==> src/rtl/ulx3s_clk_pkg.sv <==
// Shared clocking definitions: lock-monitor state encoding, default timing
// constants and the timer-width helper.
package ulx3s_clk_pkg;

   typedef enum logic [2:0] {
      WAIT_LOCK = 3'd0,
      STABLE    = 3'd1,
      RUN       = 3'd2,
      LOST      = 3'd3,
      PLL_RST   = 3'd4
   } lock_state_t;

   localparam int DEF_STABLE_CYCLES  = 1024;
   localparam int DEF_TIMEOUT_CYCLES = 1048576;
   localparam int DEF_PLLRST_CYCLES  = 32;

   // One timer serves every state, so it is sized for the longest interval.
   function automatic int cnt_width(input int a, input int b, input int c);
      int m;
      m = a;
      if (b > m) m = b;
      if (c > m) m = c;
      return (m < 2) ? 1 : $clog2(m);
   endfunction

endpackage

==> src/rtl/sync2.sv <==
// Two-flop synchronizer for a single asynchronous level; resets to 0.
module sync2 (
   input  logic clk,
   input  logic rst_n,
   input  logic d,
   output logic q
);

   logic meta;

   always_ff @(posedge clk or negedge rst_n) begin
      if (!rst_n) begin
         meta <= 1'b0;
         q    <= 1'b0;
      end else begin
         meta <= d;
         q    <= meta;
      end
   end

endmodule

==> src/rtl/ulx3s_pll_lock_monitor.sv <==
// PLL lock supervisor: holds downstream logic in reset until lock has been
// stable long enough, and pulses the PLL reset when lock never arrives.
//
// state     | meaning
// ----------+-----------------------------------------------------------
// WAIT_LOCK | downstream held in reset, timing out a missing lock
// STABLE    | lock seen, counting uninterrupted locked cycles
// RUN       | downstream released, ready high
// LOST      | one-cycle lock-loss bookkeeping, back to WAIT_LOCK
// PLL_RST   | pll_rst held high for the retry pulse
module ulx3s_pll_lock_monitor
   import ulx3s_clk_pkg::*;
#(
   parameter int STABLE_CYCLES  = DEF_STABLE_CYCLES,
   parameter int TIMEOUT_CYCLES = DEF_TIMEOUT_CYCLES,
   parameter int PLLRST_CYCLES  = DEF_PLLRST_CYCLES
) (
   input  logic       clkin,
   input  logic       rst_n,
   input  logic       pll_locked,
   output logic       pll_rst,
   output logic       sys_rst_n,
   output logic       ready,
   output logic [7:0] loss_count,
   output logic [7:0] retry_count
);

   localparam int CW = cnt_width(STABLE_CYCLES, TIMEOUT_CYCLES, PLLRST_CYCLES);
   localparam logic [CW-1:0] TC_STABLE  = CW'(STABLE_CYCLES - 1);
   localparam logic [CW-1:0] TC_TIMEOUT = CW'(TIMEOUT_CYCLES - 1);
   localparam logic [CW-1:0] TC_PLLRST  = CW'(PLLRST_CYCLES - 1);

   logic          locked_s;
   lock_state_t   state, state_nxt;
   logic [CW-1:0] cnt, cnt_nxt;
   logic          loss_inc, retry_inc;

   sync2 u_sync_lock (
      .clk   (clkin),
      .rst_n (rst_n),
      .d     (pll_locked),
      .q     (locked_s)
   );

   always_ff @(posedge clkin or negedge rst_n) begin
      if (!rst_n) begin
         state <= WAIT_LOCK;
         cnt   <= '0;
      end else begin
         state <= state_nxt;
         cnt   <= cnt_nxt;
      end
   end

   always_comb begin
      state_nxt = state;
      cnt_nxt   = '0;
      loss_inc  = 1'b0;
      retry_inc = 1'b0;
      case (state)
         WAIT_LOCK: begin
            // Lock takes priority over a coincident timeout.
            if (locked_s) begin
               state_nxt = STABLE;
            end else if (cnt == TC_TIMEOUT) begin
               state_nxt = PLL_RST;
               retry_inc = 1'b1;
            end else begin
               cnt_nxt = cnt + 1'b1;
            end
         end
         STABLE: begin
            if (!locked_s)               state_nxt = WAIT_LOCK;
            else if (cnt == TC_STABLE)   state_nxt = RUN;
            else                         cnt_nxt   = cnt + 1'b1;
         end
         RUN: begin
            if (!locked_s) begin
               state_nxt = LOST;
               loss_inc  = 1'b1;
            end
         end
         LOST:    state_nxt = WAIT_LOCK;
         PLL_RST: begin
            if (cnt == TC_PLLRST) state_nxt = WAIT_LOCK;
            else                  cnt_nxt   = cnt + 1'b1;
         end
         default: state_nxt = WAIT_LOCK;
      endcase
   end

   // Outputs decode the next state so they switch on the transition edge.
   always_ff @(posedge clkin or negedge rst_n) begin
      if (!rst_n) begin
         sys_rst_n   <= 1'b0;
         ready       <= 1'b0;
         pll_rst     <= 1'b0;
         loss_count  <= 8'd0;
         retry_count <= 8'd0;
      end else begin
         sys_rst_n <= (state_nxt == RUN);
         ready     <= (state_nxt == RUN);
         pll_rst   <= (state_nxt == PLL_RST);
         if (loss_inc && (loss_count != 8'hFF))
            loss_count <= loss_count + 8'd1;
         if (retry_inc && (retry_count != 8'hFF))
            retry_count <= retry_count + 8'd1;
      end
   end

endmodule

==> config.mk <==
export PLATFORM = sky130hd
export DESIGN_NAME = ulx3s_pll_lock_monitor
export DESIGN_NICKNAME = d
export VERILOG_FILES = /design/src/rtl/ulx3s_clk_pkg.sv /design/src/rtl/sync2.sv /design/src/rtl/ulx3s_pll_lock_monitor.sv
export SDC_FILE = /design/constraint.sdc
export NUM_CORES = 1
export LEC_CHECK = 0
export CAP_MARGIN = 30
export CORE_ASPECT_RATIO = 2
export CORE_MARGIN = 3
export CORE_UTILIZATION = 60
export DETAILED_ROUTE_END_ITERATION = 10
export GPL_ROUTABILITY_DRIVEN = 0
export HOLD_SLACK_MARGIN = 0.03
export PLACE_DENSITY = 0.83
export SLEW_MARGIN = 20
export SYNTH_ARGS = -nofsm -noshare
export SYNTH_HDL_FRONTEND = slang
export SYNTH_HIERARCHICAL = 1
export SYNTH_SLANG_ARGS = --single-unit
export TNS_END_PERCENT = 50
==> constraint.sdc <==
create_clock -name clkin -period 4.7 [get_ports clkin]
set_input_delay 1.41 -clock clkin [delete_from_list [all_inputs] [get_ports clkin]]
set_output_delay 1.41 -clock clkin [all_outputs]
set_load 0.005 [all_outputs]
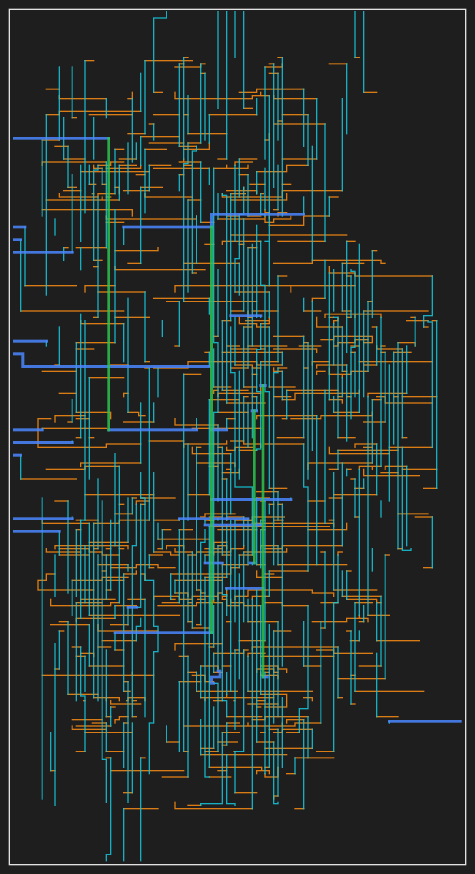
metal_stack.png
| colour | layer | wire length |
|---|---|---|
| orange | met1 | 1,530 um |
| green | met4 | 122 um |
| blue | met3 | 150 um |
| cyan | met2 | 2,620 um |
GRT Resource Usage Total: 22.7%
Routed WL per cell: 16.0 um
via count: 1,590
Routed WL: 4420 um

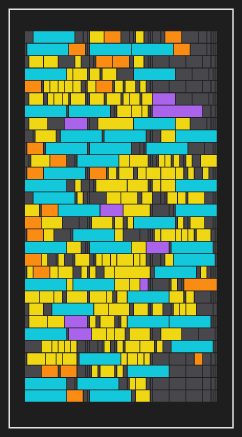
cell_classes.png
Fill, decap, tap and diode cells in grey.
| colour | class | cells |
|---|---|---|
| cyan | flops | 43 |
| orange | other buffers and delay cells | 22 |
| yellow | all other logic | 156 |
| purple | clock drivers and dummy loads | 8 |
core area: 3450 um^2
Cell Rows: 30
utilization after layout: 73.6%
Final Instance Area: 2540 um^2

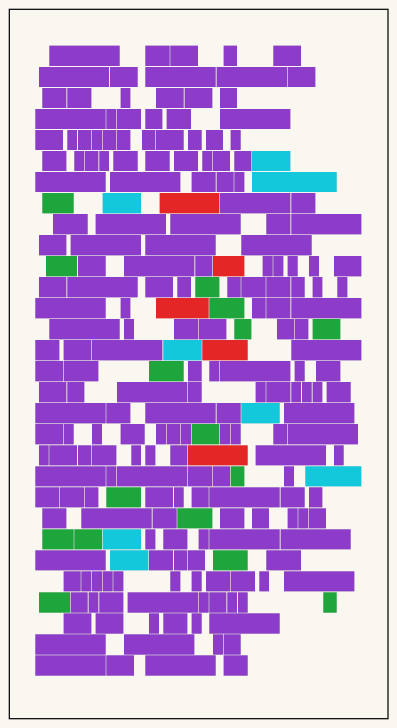
drive_strength.png
| colour | size | cells |
|---|---|---|
| green | drive 2 | 16 |
| red | drive 3 to 4 | 5 |
| purple | drive 1 or less | 200 |
| cyan | drive 6 and up | 8 |

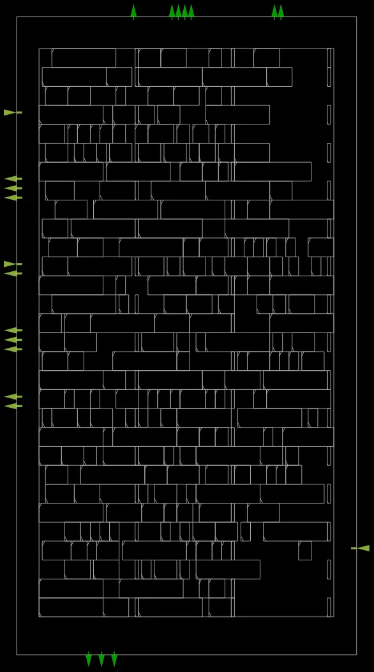
final_placement.png
fill count: 258
Seq cells: 43

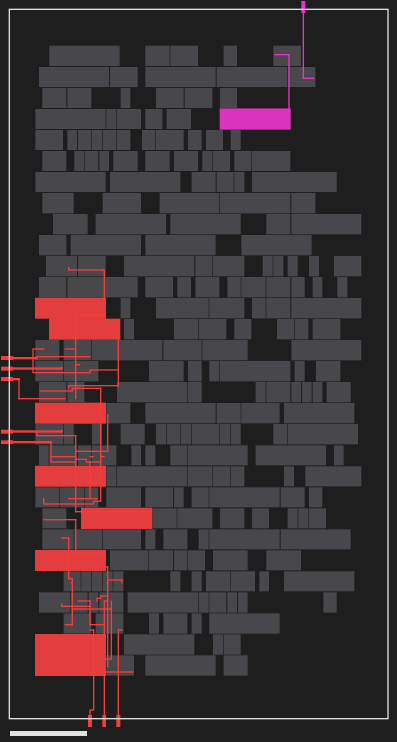
port_nets.png
The bar under the picture is 10 um long.
| colour | port | direction | end cells | buffers | wire |
|---|---|---|---|---|---|
| red | retry_count | output | 8 | 8 | 287 um |
| magenta | sys_rst_n | output | 1 | 1 | 19.4 um |
IO Port Bufs: 21
I/O pin count: 22

==> results.ini <==
[status]
outcome = complete, no violations

[layout]
antenna_cells = 0

[synth]
synthAoiAreaFrac_pct = 5.80
synth_seq_share_pct = 48.9
synth-main-ff-cell = dfrtp_1
muxShareOfSynthArea_pct = 2.05
top_cell = dfrtp_1

[final_timing]
layout_setup_ws_ns = 2.01
min_period_ns = 2.69
fmax_mhz = 371
rsz0062_at_grt = false

[global_route]
grt_pass1_wl_um = 7960

[clock_tree]
cts_buffers = 5
cts.sinks = 43

[critical_path]
slowest_delay_ns = 0.54
arrival_ns = 1.28

[power_and_ir_drop]
power.leakage_nw = 1.11

[hold_path]
hold_class = reg2reg

[detailed_routing]
drcViolationCount = 0

[placed_design]
hpwl_um = 3310

[die]
floorplan.core_util_pct = 63.7
die_w_um = 48.8

==> metal layers <==
layer  GRT usage, %  wire, um  share of wire, %
met5              0         0                 0
met4           12.4       122               2.8
met3           5.04       149               3.4
met2           41.7      2620                59
met1           22.9      1530                35
==> where the power goes <==
part	internal [mW]	switching, mW	leakage, nW
Clock	0.172	0.124	0.0612
Combinational	0.0119	0.0188	0.459
Sequential	0.375	0.00600	0.592
==> layout make-up <==
cell class / instances / area (um^2) / area share (%)
Clock inverter: 2 / 35.0 / 1.38
Tap cell: 48 / 60.1 / 2.36
Inverter: 6 / 22.5 / 0.886
Timing Repair Buffer: 22 / 225 / 8.86
Clock buffer: 6 / 82.6 / 3.25
Sequential cell: 43 / 1080 / 42.3
Multi-Input combinational cell: 150 / 1040 / 40.9
==> worst paths after layout <==
check / end / start / slack (ns) / cells after the start
max in group asynchronous: cnt[16]$_DFF_PN0_ / rst_n / 3.19 / 2
max: loss_count[2] / loss_count[2]$_DFFE_PN0P_ / 2.01 / 1
min: u_sync_lock/q$_DFF_PN0_ / u_sync_lock/meta$_DFF_PN0_ / 0.35 / 0
min reg2reg: u_sync_lock/q$_DFF_PN0_ / u_sync_lock/meta$_DFF_PN0_ / 0.35 / 0
max reg2reg: cnt[16]$_DFF_PN0_ / cnt[0]$_DFF_PN0_ / 2.60 / 6
min in group asynchronous: cnt[0]$_DFF_PN0_ / rst_n / 1.03 / 1
==> cells by family after synthesis <==
group,count (synthesis)
AND/OR/NAND/NOR,100
flip-flops,43
XOR/XNOR,29
AND-OR/OR-AND,14
buffers and inverters,12
multiplexers,4
adder cells (fa/ha/maj),3
==> flip-flops by register name (all words and copies together), names as in the netlist <==
signal,flops
cnt,20
loss_count,8
retry_count,8
state,3
pll_rst,1
ready,1
u_sync_lock/meta,1
u_sync_lock/q,1
Power is estimated from default activity; no workload was simulated.
